<file path="src/rtl/i2c_slave_mem.sv">
// rtl/i2c_slave_mem.sv - I2C responder with byte-wide memory and auto-incrementing pointer
//
// Ports:
//   clk      system clock (>= 8x SCL rate)
//   resetn   asynchronous active-low reset
//   scl_i    SCL line level from pad
//   sda_i    SDA line level from pad
//   sda_oe   1 = pull SDA low, 0 = release
//   busy     1 from an addressed START until the next STOP
//   wr_stb   one-cycle pulse per byte written to memory
//   wr_addr  memory address of the write (valid with wr_stb)
//   wr_data  byte written (valid with wr_stb)
`timescale 1ns/1ps
module i2c_slave_mem #(
    parameter logic [6:0] DEV_ADDR   = 7'h50,
    parameter int         DEPTH      = 256,
    parameter int         FILTER_LEN = 3
) (
    input  logic                     clk,
    input  logic                     resetn,
    input  logic                     scl_i,
    input  logic                     sda_i,
    output logic                     sda_oe,
    output logic                     busy,
    output logic                     wr_stb,
    output logic [$clog2(DEPTH)-1:0] wr_addr,
    output logic [7:0]               wr_data
);

    localparam int PW = $clog2(DEPTH);

    typedef enum logic [3:0] {
        IDLE,
        ADDR,
        ADDR_ACK,
        PTR,
        PTR_ACK,
        WDATA,
        WDATA_ACK,
        RDATA,
        RDATA_ACK,
        IGNORE
    } state_t;

    // Input conditioning: 2-FF synchronizer, then a level is accepted only
    // after FILTER_LEN identical samples. Everything presets to the idle bus.
    logic [1:0]            scl_sync, sda_sync;
    logic [FILTER_LEN-1:0] scl_hist, sda_hist;
    logic                  scl_f, sda_f, scl_d, sda_d;

    always_ff @(posedge clk or negedge resetn) begin
        if (!resetn) begin
            scl_sync <= '1;
            sda_sync <= '1;
            scl_hist <= '1;
            sda_hist <= '1;
            scl_f    <= 1'b1;
            sda_f    <= 1'b1;
            scl_d    <= 1'b1;
            sda_d    <= 1'b1;
        end else begin
            scl_sync <= {scl_sync[0], scl_i};
            sda_sync <= {sda_sync[0], sda_i};
            scl_hist <= FILTER_LEN'({scl_hist, scl_sync[1]});
            sda_hist <= FILTER_LEN'({sda_hist, sda_sync[1]});
            if (&scl_hist)
                scl_f <= 1'b1;
            else if (~|scl_hist)
                scl_f <= 1'b0;
            if (&sda_hist)
                sda_f <= 1'b1;
            else if (~|sda_hist)
                sda_f <= 1'b0;
            scl_d <= scl_f;
            sda_d <= sda_f;
        end
    end

    logic scl_rise, scl_fall, start_c, stop_c;
    assign scl_rise = scl_f & ~scl_d;
    assign scl_fall = ~scl_f & scl_d;
    assign start_c  = scl_f & scl_d & sda_d & ~sda_f;
    assign stop_c   = scl_f & scl_d & ~sda_d & sda_f;

    // Memory is written one cycle after the strobe; reads happen many clocks
    // later (next SCL fall at the earliest), so the lag is never visible.
    logic [7:0] mem [DEPTH];

    always_ff @(posedge clk) begin
        if (wr_stb)
            mem[wr_addr] <= wr_data;
    end

    state_t      state;
    logic [2:0]  bit_cnt;
    logic [6:0]  rx_sh;
    logic [6:0]  tx_sh;
    logic        rw;
    logic [1:0]  ack_ph;
    logic [PW-1:0] ptr;

    logic [7:0]    rx_byte;
    logic [7:0]    rd_byte;
    logic [PW-1:0] ptr_next;

    assign rx_byte  = {rx_sh, sda_f};
    assign rd_byte  = mem[ptr];
    assign ptr_next = (ptr == PW'(DEPTH - 1)) ? '0 : ptr + 1'b1;

    always_ff @(posedge clk or negedge resetn) begin
        if (!resetn) begin
            state   <= IDLE;
            sda_oe  <= 1'b0;
            busy    <= 1'b0;
            wr_stb  <= 1'b0;
            wr_addr <= '0;
            wr_data <= '0;
            ptr     <= '0;
            bit_cnt <= '0;
            rx_sh   <= '0;
            tx_sh   <= '0;
            rw      <= 1'b0;
            ack_ph  <= '0;
        end else begin
            wr_stb <= 1'b0;
            // Bus conditions abort whatever byte is in flight; partial bytes
            // never reach memory or the pointer.
            if (stop_c) begin
                state   <= IDLE;
                sda_oe  <= 1'b0;
                busy    <= 1'b0;
                bit_cnt <= '0;
            end else if (start_c) begin
                state   <= ADDR;
                sda_oe  <= 1'b0;
                bit_cnt <= '0;
            end else begin
                case (state)
                    IDLE: begin
                        sda_oe <= 1'b0;
                    end
                    ADDR, PTR, WDATA: begin
                        if (scl_rise) begin
                            rx_sh   <= rx_byte[6:0];
                            bit_cnt <= bit_cnt + 3'd1;
                            if (bit_cnt == 3'd7) begin
                                ack_ph <= 2'd0;
                                if (state == ADDR) begin
                                    if (rx_byte[7:1] == DEV_ADDR) begin
                                        state <= ADDR_ACK;
                                        rw    <= rx_byte[0];
                                        busy  <= 1'b1;
                                    end else begin
                                        state <= IGNORE;
                                    end
                                end else if (state == PTR) begin
                                    ptr   <= PW'(32'(rx_byte) % DEPTH);
                                    state <= PTR_ACK;
                                end else begin
                                    wr_stb  <= 1'b1;
                                    wr_addr <= ptr;
                                    wr_data <= rx_byte;
                                    ptr     <= ptr_next;
                                    state   <= WDATA_ACK;
                                end
                            end
                        end
                    end
                    // First SCL fall after the 8th bit pulls SDA; the second
                    // releases it and starts the next byte.
                    ADDR_ACK, PTR_ACK, WDATA_ACK: begin
                        if (scl_fall) begin
                            if (ack_ph == 2'd0) begin
                                sda_oe <= 1'b1;
                                ack_ph <= 2'd1;
                            end else begin
                                sda_oe  <= 1'b0;
                                bit_cnt <= '0;
                                if (state == ADDR_ACK && rw) begin
                                    tx_sh  <= rd_byte[6:0];
                                    sda_oe <= ~rd_byte[7];
                                    state  <= RDATA;
                                end else if (state == ADDR_ACK) begin
                                    state <= PTR;
                                end else begin
                                    state <= WDATA;
                                end
                            end
                        end
                    end
                    RDATA: begin
                        if (scl_rise) begin
                            bit_cnt <= bit_cnt + 3'd1;
                            if (bit_cnt == 3'd7) begin
                                ptr    <= ptr_next;
                                ack_ph <= 2'd0;
                                state  <= RDATA_ACK;
                            end
                        end else if (scl_fall) begin
                            sda_oe <= ~tx_sh[6];
                            tx_sh  <= {tx_sh[5:0], 1'b0};
                        end
                    end
                    // ph0: release SDA for the master's ACK bit; ph1: sample it;
                    // ph2: on the following fall present the next byte's MSB.
                    RDATA_ACK: begin
                        if (ack_ph == 2'd0) begin
                            if (scl_fall) begin
                                sda_oe <= 1'b0;
                                ack_ph <= 2'd1;
                            end
                        end else if (ack_ph == 2'd1) begin
                            if (scl_rise) begin
                                if (sda_f)
                                    state <= IGNORE;
                                else
                                    ack_ph <= 2'd2;
                            end
                        end else if (scl_fall) begin
                            tx_sh   <= rd_byte[6:0];
                            sda_oe  <= ~rd_byte[7];
                            bit_cnt <= '0;
                            state   <= RDATA;
                        end
                    end
                    IGNORE: begin
                        sda_oe <= 1'b0;
                    end
                    default: begin
                        state  <= IDLE;
                        sda_oe <= 1'b0;
                    end
                endcase
            end
        end
    end

endmodule

</file>
<file path="config.mk">
export PLATFORM = sky130hd
export DESIGN_NAME = i2c_slave_mem
export DESIGN_NICKNAME = d
export VERILOG_FILES = /design/src/rtl/i2c_slave_mem.sv
export SDC_FILE = /design/constraint.sdc
export NUM_CORES = 2
export LEC_CHECK = 0
export ABC_AREA = 1
export CAP_MARGIN = 10
export CELL_PAD_IN_SITES_DETAIL_PLACEMENT = 1
export CELL_PAD_IN_SITES_GLOBAL_PLACEMENT = 2
export CORE_ASPECT_RATIO = 0.7
export CORE_UTILIZATION = 44
export DETAILED_ROUTE_END_ITERATION = 12
export HOLD_SLACK_MARGIN = 0.03
export PLACE_DENSITY = 0.85
export SYNTH_ARGS = -nofsm -noshare
export SYNTH_HDL_FRONTEND = slang
export SYNTH_SLANG_ARGS = --single-unit
</file>
<file path="constraint.sdc">
create_clock -name clk -period 6 [get_ports clk]
set_clock_uncertainty 0.1 [all_clocks]
set_input_delay 1.8 -clock clk [delete_from_list [all_inputs] [get_ports clk]]
set_output_delay 1.8 -clock clk [all_outputs]
set_load 0.005 [all_outputs]
</file>
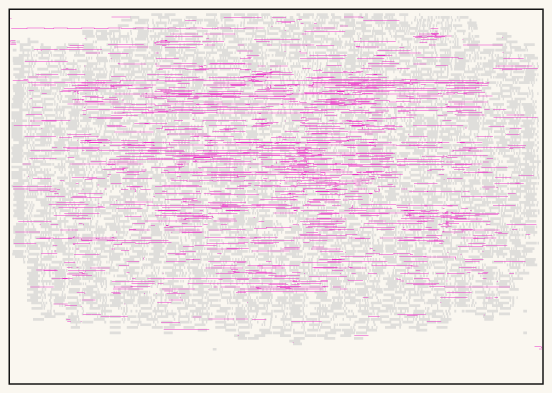
Figure 1: the metal 3 layer.
Scale: 1 px per um. Cells faint in the background.
The layer holds 9.2% of the routed length. The wires run mostly horizontal.

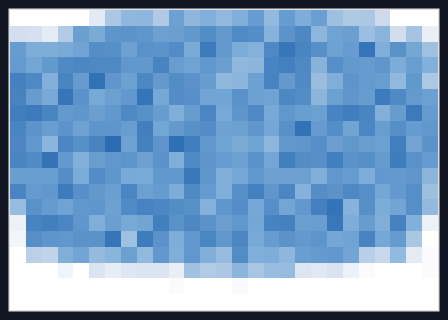
Figure 2: cell density map.
The die is cut into 27 by 19 equal tiles; white is low, dark blue is high, 0 to 100% covered.
The mean over all tiles is 46%. The fullest tile reaches 76%. 14% of the tiles are nearly empty.

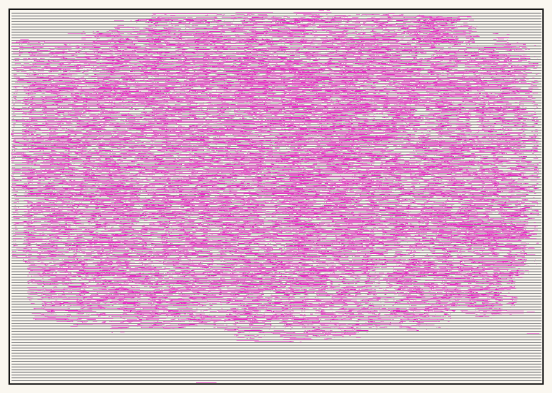
Figure 3: M1 wires.
Scale: 1 px per um. Supply wires on this layer in grey.
The wires run mostly horizontal. 6758 nets have wire on it. The longest straight run is 140 um. The layer carries 119 mm of wire.
total wire length: 271 mm
Vias: 58700
met1 Usage GRT: 40.2%

==> flow_metrics.env <==
# physical design summary
export IMPL_outcome="complete, but fails checks"
export IMPL_violations="design-rule violations"
export IMPL_critical_path_max_stage_delay_ns=0.83
export IMPL_antenna_found_initial=8
export IMPL_final_nets=7101
export IMPL_dr_iter_0_viols=7173
export IMPL_viasPerCell=5.96
export IMPL_period_needed_ns=4.55
export IMPL_cpMaxStageDelayCell="dfrtp_4"
export IMPL_syn_mean_instance_area_um2=11.9
export IMPL_worst_ep_arrival_time_ns=5.18
export IMPL_post_syn_nets=7260
export IMPL_final_fill_count=20200
export IMPL_dp_hpwl_mm=154
export IMPL_synth_flops=2113
export IMPL_max_freq_mhz=220
export IMPL_fin_tns_setup_ns=0
export IMPL_cts_clk_slew_worst_paths_ns=0.06
export IMPL_postLayoutSetupSlackWorst_ns=1.45
export IMPL_timing_hold_worst_path_depth=0
export IMPL_slew_limit_headroom_pct=3.12
export IMPL_cts_repair_resize_count=0
export IMPL_setup_repair_after_global_routing_missed_its_margin="false"
export IMPL_synth_async_reset_ratio_pct=3.08
export IMPL_drc=2
export IMPL_finalCoreUtilization_pct=48.6
export IMPL_cells_along_the_critical_path="clkinv_16 > buf_12 > buf_12 > nand2_1 > nand3_1 > nand3_1 > nand3_1 > nand3_1 > nand3_1 > nand3_1 > nand3_1 > nand2_1 > nand2_1 > nand2_1 > nand2_1"
export IMPL_max_cap_viol_count=0
export IMPL_holdCritPathClass="reg -> reg"
export IMPL_grt_util_overall_pct=27.0
export IMPL_total_power_w=0.0424
export IMPL_worstMarginPinSlew_ns=1.45
export IMPL_path_common_cell="nand3_1"
export IMPL_tritoncts_clock_tree="built"
export IMPL_place_worst_setup_slack_ns=1.62
export IMPL_register_area_mm2=0.0632
export IMPL_cts_hold_fix_buffers=0
export IMPL_fin_crit_sh_pct=75.9
export IMPL_cts_root_to_sink_buffers=4
export IMPL_grt_pass1_wl_mm=400
export IMPL_synth_area_leader_cell="edfxtp_1"
export IMPL_grt_max_degree=274
export IMPL_netlist_instances=7253
export IMPL_layout_drive_gt1_share_pct=6.01
export IMPL_crit_reg2reg_launch="ptr[0]"
export IMPL_power_density_mw_per_mm2=448
export IMPL_detail_route_wirelength_met1_mm=119
export IMPL_top_layer="met5"
export IMPL_yosys_stat_area_mm2=0.0866
export IMPL_mappedNetlistArea_mm2=0.0866
export IMPL_place_port_buffers=22
export IMPL_synth_area_top_cells="edfxtp_1 (71%), nand3_1 (9.9%), nand2_1 (7.9%), nor2_1 (2.2%), dfrtp_1 (1.5%)"
export IMPL_postSynthSeqShare_pct=72.9
export IMPL_die_x_um=532
export IMPL_cts_setup_buffers=0
export IMPL_logic_area_mm2=0.0200
export IMPL_worst_hold_path_endpoint="sda_sync[1]"
export IMPL_endpoint_of_the_worst_register_to_register_path="tx_sh[1]"
export IMPL_power_static_leakage_nw=32.8
export IMPL_std_cell_rows=135
export IMPL_post_synth_edffs=2048
export IMPL_route_detailed_wl_per_inst_um=27.5
export IMPL_gr_total_overflow=0
export IMPL_die_h_um=373
export IMPL_gp_routability_congestion=0.875
export IMPL_cts_htree_levels=4
export IMPL_fin_worst_hold_slack_ns=0.254
export IMPL_yosys_cell_count=7253
export IMPL_top_cell="edfxtp_1"
export IMPL_peakVddDrop_mv=0.538
export IMPL_common_cells="edfxtp_1 (2048), nand2_1 (1833), nand3_1 (1712)"
export IMPL_met2_length_mm=121
export IMPL_timing_max_transition_violations_final=0
export IMPL_worstPathMaxFanout=273
-- power by group --
group	total (W)	switching (W)	internal, W	leakage, nW
clock	0.0125	0.00561	0.00689	3.05
combinational	0.0132	0.00986	0.00335	9.63
sequential	0.0167	0.000408	0.0163	20.1
total	0.0424	0.0159	0.0265	32.8
-- registers in the layout, summed over array words and instances, names as in the netlist, 4 cells and up --
name     count
wr_data      8
rx_sh        7
ptr          8
mem       2048
tx_sh        7
state        4
wr_addr      8
-- critical path, delay by kind of cell (launching register included) --
kind / cells / cell delay, ns
simple gates: 12 / 1.94
buf+inv: 3 / 1.34
flops: 1 / 0.83
-- kinds of logic after synthesis --
group                      synth area share [%]
and+or+nand+nor                            20.3
buffers and inverters                      3.99
adders and majority gates                0.0433
AOI/OAI and AO/OA                          2.80
DFF                                        72.9
-- cell usage in the layout (no fill, tap or decap), types with 14 or more instances in the layout --
| cell type | synthesis | routed |
|---|---|---|
| o22ai_1 | 97 | 97 |
| nand2_1 | 1833 | 1831 |
| clkdlybuf4s50_1 | 0 | 21 |
| inv_1 | 104 | 104 |
| dfrtp_1 | 51 | 38 |
| o21ai_0 | 245 | 245 |
| clkinv_2 | 0 | 38 |
| buf_12 | 1 | 26 |
| clkinv_1 | 2 | 49 |
| a21oi_1 | 55 | 55 |
| nand3_1 | 1712 | 1712 |
| nor2_1 | 515 | 515 |
| dfstp_2 | 14 | 14 |
| bufinv_16 | 0 | 14 |
| o21ai_1 | 27 | 27 |
| buf_4 | 26 | 83 |
| clkbuf_16 | 0 | 203 |
| clkbuf_1 | 98 | 42 |
| edfxtp_1 | 2048 | 2048 |
-- through the flow --
stage          instance area (um^2)  cells
2_1_floorplan                 86600   7253
3_3_place_gp                  88300   9493
3_5_place_dp                  88300   9493
4_1_cts                       94500   9854
5_1_grt                       94500   9854
6_report                      94600   9861
-- layer usage --
| metal | vias to the layer above | track usage [%] |
|---|---|---|
| met3 | 378 | 5.28 |
| met2 | 2529 | 40.3 |
| li1 | 25500 | - |
| met4 | 2 | 7.00 |
| met5 | - | 0 |
| met1 | 30300 | 40.2 |
-- cell type report --
class,count,share of cell area (%)
antenna,7,0.0185
clock buffer,253,5.66
clock inverter,108,0.922
inverter,114,0.512
multi-input combinational,4533,21.2
sequential,2113,66.8
tap,2603,3.44
timing repair buffer,130,1.43
-- how the worst max path moves through the flow --
stage,from,to,slack [ns],cells past startpoint
after CTS,wr_data[0],wr_data[0],1.49,1
after global routing,ptr[0],tx_sh[6],1.34,15
after global placement,ptr[0],tx_sh[6],1.70,15
after detailed placement,ptr[0],tx_sh[1],1.62,15
after floorplan,wr_data[0],wr_data[0],0.89,0
final,ptr[0],tx_sh[1],1.45,15
No activity file was given, so power comes from the tool's default toggle rates.
